run_1/placement.png
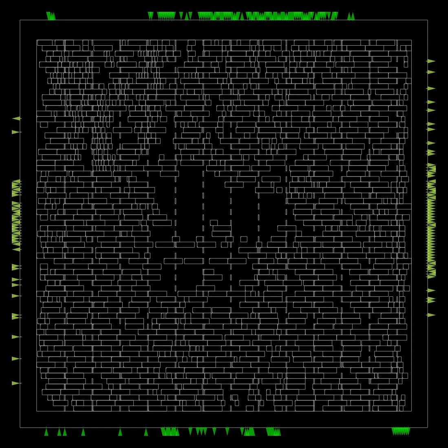
run_1/by_instance.png
(1.5 px per µm)
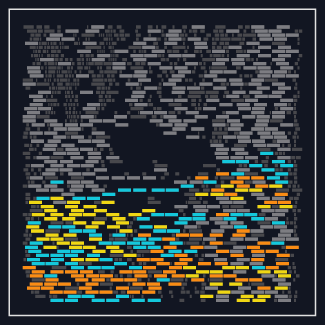
run_1/wires.png
(1.5 px per µm) Only two layers are drawn.
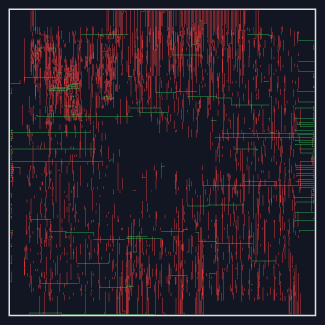
run_1/layer_met2.png
(2 px per µm)
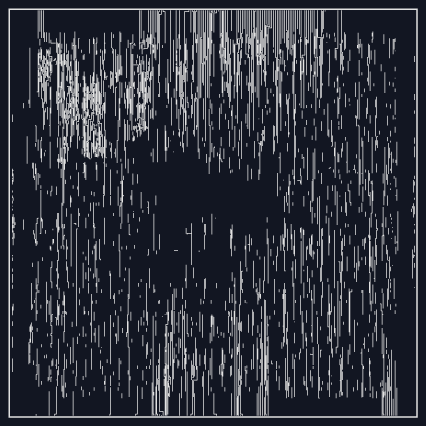
`config.mk`:
```
export PLATFORM = sky130hd
export DESIGN_NAME = input_skew_feeder
export DESIGN_NICKNAME = d
export VERILOG_FILES = /design/src/rtl/deit_pkg.sv /design/src/rtl/skew_delay_line.sv /design/src/rtl/input_skew_feeder.sv
export SDC_FILE = /design/constraint.sdc
export NUM_CORES = 1
export LEC_CHECK = 0
export CORE_MARGIN = 8
export CORE_UTILIZATION = 48
export CTS_CLUSTER_SIZE = 25
export DETAILED_ROUTE_END_ITERATION = 16
export GPL_TIMING_DRIVEN = 0
export MAX_ROUTING_LAYER = met4
export PLACE_DENSITY_LB_ADDON = 0.12
export SLEW_MARGIN = 20
export SYNTH_ARGS = -nofsm -noshare
export SYNTH_HDL_FRONTEND = slang
export SYNTH_SLANG_ARGS = --single-unit
```
`constraint.sdc`:
```
create_clock -name clk -period 2.1 [get_ports clk]
set_input_delay 0.63 -clock clk [delete_from_list [all_inputs] [get_ports clk]]
set_output_delay 0.63 -clock clk [all_outputs]
set_load 0.1 [all_outputs]
```
`src/rtl/deit_pkg.sv`:
```
// Shared constants and FSM state type for the input skew feeder datapath.
package deit_pkg;

   localparam int unsigned LANES    = 12;
   localparam int unsigned DATA_W   = 8;
   localparam int unsigned VEC_W    = LANES * DATA_W;
   localparam int unsigned LEN_W    = 10;
   localparam int unsigned READ_LAT = 2;

   typedef enum logic [2:0] {
      IDLE,
      SWAP,
      STREAM,
      DRAIN,
      DONE
   } feed_state_t;

endpackage

```
`src/rtl/skew_delay_line.sv`:
```
// Fixed-depth shift register with async active-low reset; one per skewed lane.
module skew_delay_line #(
   parameter int unsigned DEPTH = 1,
   parameter int unsigned W     = 8
) (
   input  logic         clk,
   input  logic         rst_n,
   input  logic [W-1:0] d_i,
   output logic [W-1:0] q_o
);

   logic [W-1:0] stage_q [DEPTH];

   always_ff @(posedge clk or negedge rst_n) begin
      if (!rst_n) begin
         for (int unsigned k = 0; k < DEPTH; k++) begin
            stage_q[k] <= '0;
         end
      end else begin
         stage_q[0] <= d_i;
         for (int unsigned k = 1; k < DEPTH; k++) begin
            stage_q[k] <= stage_q[k-1];
         end
      end
   end

   assign q_o = stage_q[DEPTH-1];

endmodule

```
`src/rtl/input_skew_feeder.sv`:
```
// Drives ping-pong buffer read/swap for one tile and feeds the array with a
// diagonal wavefront: lane i delayed by i cycles.
module input_skew_feeder
   import deit_pkg::*;
(
   input  logic              clk,
   input  logic              rst_n,
   input  logic              i_start,
   input  logic [LEN_W-1:0]  i_tile_len,
   input  logic              i_bank_ready,
   output logic              o_bank_swap,
   output logic              o_rd_en,
   input  logic [VEC_W-1:0]  i_rd_vec,
   output logic [VEC_W-1:0]  o_array_data,
   output logic [LANES-1:0]  o_array_valid,
   output logic              o_busy,
   output logic              o_done
);

   localparam int unsigned DRAIN_CYC = READ_LAT + LANES - 1;
   localparam int unsigned DRN_W     = $clog2(DRAIN_CYC);
   localparam logic [DRN_W-1:0] DRAIN_LAST = DRN_W'(DRAIN_CYC - 1);

   feed_state_t         state_q, state_d;
   logic [LEN_W-1:0]    len_q, len_d;
   logic [LEN_W-1:0]    rd_cnt_q, rd_cnt_d;
   logic [DRN_W-1:0]    drn_cnt_q, drn_cnt_d;
   logic [READ_LAT-1:0] rd_pipe_q;
   logic                rd_tap;
   logic [VEC_W-1:0]    cap_data;

   always_ff @(posedge clk or negedge rst_n) begin
      if (!rst_n) begin
         state_q   <= IDLE;
         len_q     <= '0;
         rd_cnt_q  <= '0;
         drn_cnt_q <= '0;
      end else begin
         state_q   <= state_d;
         len_q     <= len_d;
         rd_cnt_q  <= rd_cnt_d;
         drn_cnt_q <= drn_cnt_d;
      end
   end

   always_comb begin
      state_d     = state_q;
      len_d       = len_q;
      rd_cnt_d    = rd_cnt_q;
      drn_cnt_d   = drn_cnt_q;
      o_bank_swap = 1'b0;
      o_rd_en     = 1'b0;
      o_busy      = 1'b0;
      o_done      = 1'b0;
      unique case (state_q)
         IDLE: begin
            // bank_ready is only looked at here; later drops are irrelevant
            if (i_start && i_bank_ready && (i_tile_len != '0)) begin
               len_d   = i_tile_len;
               state_d = SWAP;
            end
         end
         SWAP: begin
            o_bank_swap = 1'b1;
            o_busy      = 1'b1;
            rd_cnt_d    = '0;
            state_d     = STREAM;
         end
         STREAM: begin
            o_rd_en = 1'b1;
            o_busy  = 1'b1;
            if (rd_cnt_q == len_q - LEN_W'(1)) begin
               rd_cnt_d  = '0;
               drn_cnt_d = '0;
               state_d   = DRAIN;
            end else begin
               rd_cnt_d = rd_cnt_q + LEN_W'(1);
            end
         end
         DRAIN: begin
            o_busy = 1'b1;
            if (drn_cnt_q == DRAIN_LAST) begin
               drn_cnt_d = '0;
               state_d   = DONE;
            end else begin
               drn_cnt_d = drn_cnt_q + DRN_W'(1);
            end
         end
         DONE: begin
            o_done  = 1'b1;
            state_d = IDLE;
         end
         default: state_d = IDLE;
      endcase
   end

   always_ff @(posedge clk or negedge rst_n) begin
      if (!rst_n) begin
         rd_pipe_q <= '0;
      end else begin
         rd_pipe_q[0] <= o_rd_en;
         for (int unsigned k = 1; k < READ_LAT; k++) begin
            rd_pipe_q[k] <= rd_pipe_q[k-1];
         end
      end
   end

   assign rd_tap   = rd_pipe_q[READ_LAT-1];
   assign cap_data = rd_tap ? i_rd_vec : '0;

   // Lane 0 has no delay, so it bypasses the delay line instead of a 0-deep instance
   for (genvar i = 0; i < LANES; i++) begin : g_lane
      if (i == 0) begin : g_direct
         assign o_array_valid[0]         = rd_tap;
         assign o_array_data[0 +: DATA_W] = cap_data[0 +: DATA_W];
      end else begin : g_skew
         logic [DATA_W:0] lane_out;
         skew_delay_line #(
            .DEPTH (i),
            .W     (DATA_W + 1)
         ) u_skew (
            .clk   (clk),
            .rst_n (rst_n),
            .d_i   ({rd_tap, cap_data[i*DATA_W +: DATA_W]}),
            .q_o   (lane_out)
         );
         assign o_array_valid[i]               = lane_out[DATA_W];
         assign o_array_data[i*DATA_W +: DATA_W] = lane_out[DATA_W-1:0];
      end
   end

endmodule
```
==> flow_summary.json, run 1 <==
{
  "outcome": "complete, but fails checks",
  "violations": "negative hold slack, negative setup slack",
  "grt_setup_unrepaired": "true",
  "power.switching_fraction": 0.344,
  "max_cap_viol_count": 0,
  "min_delay_path_class": "in2async",
  "setup-tns-final_ns": -0.750,
  "clock_insertion_delay_worst_skew_ns": 0.57,
  "p_clk_w": 0.00949,
  "hpwl_dp_mm": 17.6,
  "io_pins": 222,
  "synthesis.instances": 989,
  "met1_length_mm": 11.7,
  "asyncSetResetFlopFracSynth": 1.00,
  "timing.reg2reg.worst_path_depth": 8,
  "final_layout_top_logic_cell": "sky130_fd_sc_hd__dfrtp_1",
  "synth_stat.cells": 989,
  "post-route-worst-setup-slack_ns": -0.134,
  "met2_usage_in_global_routing": 0.227,
  "drt_drc_violations_left": 0,
  "final-seq-area_um2": 14200,
  "finalHoldViolations": 18,
  "power_frac_comb": 0.296,
  "synth_flop_count": 568,
  "top_cells_by_area": "sky130_fd_sc_hd__dfrtp_1 85%, sky130_fd_sc_hd__buf_4 4.5%, sky130_fd_sc_hd__and2_1 3.7%",
  "worst_hold_slack_ns": -0.0140,
  "met2_layer_wire_length_in_the_routed_design_mm": 14.4,
  "total_setup_violations_reported_at_the_end_of_the_flow": 11
}
## Picture notes: placement.png
placeable core area: 34500 µm²
num rows: 68
number of tap instances: 455

## Picture notes: by_instance.png
`g_lane[9]` -> yellow  # sequential cells 72
`g_lane[10]` -> cyan  # sequential cells 90
`g_lane[11]` -> orange  # sequential cells 89
Util after Layout: 0.627
Die ar.: 41200 µm²
number of non-filler instances in the completed layout: 1787

## Picture notes: wires.png
metal 3 -> green  # wire length 1630 µm
metal 2 -> red  # wire length 14400 µm
wire length per cell: 15.9 µm
vias after detailed routing: 7968
total track usage: 0.143
routed wire length: 28.4 mm

## Picture notes: layer_met2.png
wire length on this layer = 14400 µm
longest straight run = 70.8 µm
share of all routed wire = 51%

## Run 2: what changed since run 1
Settings changed: GPL_TIMING_DRIVEN 0 to default.
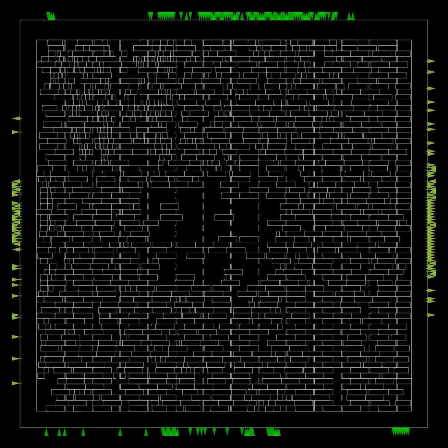
run_2/placement.png
sequential cells: 568
Util after Layout: 0.647
number of non-filler instances in the completed layout: 1702
FILL cells: 2405
sequential portion of the cell area: 0.636

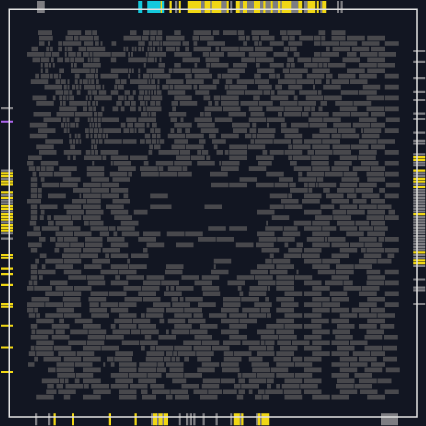
run_2/io_placement.png
(2 px per µm) Pins as bars across the die edge, other pins in gray.
`i_rd_vec` -> yellow  # pins 96, direction input, edge 43 top, 24 left, 19 bottom, 10 right
`i_bank_ready` -> purple  # pins 1, direction input, edge left
`i_tile_len` -> cyan  # pins 10, direction input, edge top
all pins by edge = 89 top, 55 right, 43 bottom, 35 left

==> run 2 against run 1 <==
- the run ends with negative setup slack left
- power increased by 2.8%
- largest cell class unchanged
- critical endpoint is now o_array_data[4]
- critical path type unchanged
- highest routed layer unchanged
- area after synthesis unchanged
- critical path depth decreased by 1
- via count decreased by 4.0%
- largest power group unchanged
- combinational power increased by 7%
- clock skew increased by 0.0013 ns
- sequential share of layout area decreased by 2.0 points
==> flow_summary.json, run 2 <==
{
  "outcome": "complete, but fails checks",
  "violations": "negative setup slack",
  "worst_ir_drop_on_vdd_uv": 1210,
  "wirelength_mm": 28.9,
  "vias": 7647,
  "met1_length_mm": 11.7,
  "power.switching_fraction": 0.339,
  "synthesis.instances": 989,
  "p_clk_w": 0.00941,
  "met2_layer_wire_length_in_the_routed_design_mm": 14.6,
  "groute.usage.overall": 0.147,
  "setup-tns-final_ns": -0.561,
  "timing.reg2reg.worst_path_depth": 9,
  "top_cells_by_area": "sky130_fd_sc_hd__dfrtp_1 85%, sky130_fd_sc_hd__buf_4 4.5%, sky130_fd_sc_hd__and2_1 3.7%",
  "floorplan.core_area_um2": 34500,
  "synth_flop_count": 568,
  "final_layout_top_logic_cell": "sky130_fd_sc_hd__dfrtp_1",
  "post-route-worst-setup-slack_ns": -0.0704,
  "io_pins": 222,
  "tap_cells": 455,
  "asyncSetResetFlopFracSynth": 1.00,
  "total_setup_violations_reported_at_the_end_of_the_flow": 13,
  "max_cap_viol_count": 0,
  "synth_stat.cells": 989,
  "chipArea_um2": 41200,
  "synth_cell_type_count": 43,
  "met2_usage_in_global_routing": 0.230,
  "route.detailed.wl_per_inst_um": 17.0,
  "clock_insertion_delay_worst_skew_ns": 0.57,
  "hpwl_dp_mm": 18.7,
  "final-seq-area_um2": 14200,
  "postSynthAreaPerCell_um2": 17.0,
  "drt_drc_violations_left": 0,
  "placement.setup.worst_slack_ns": -0.175,
  "grt_setup_unrepaired": "true"
}
Power and IR drop assume default switching activity.
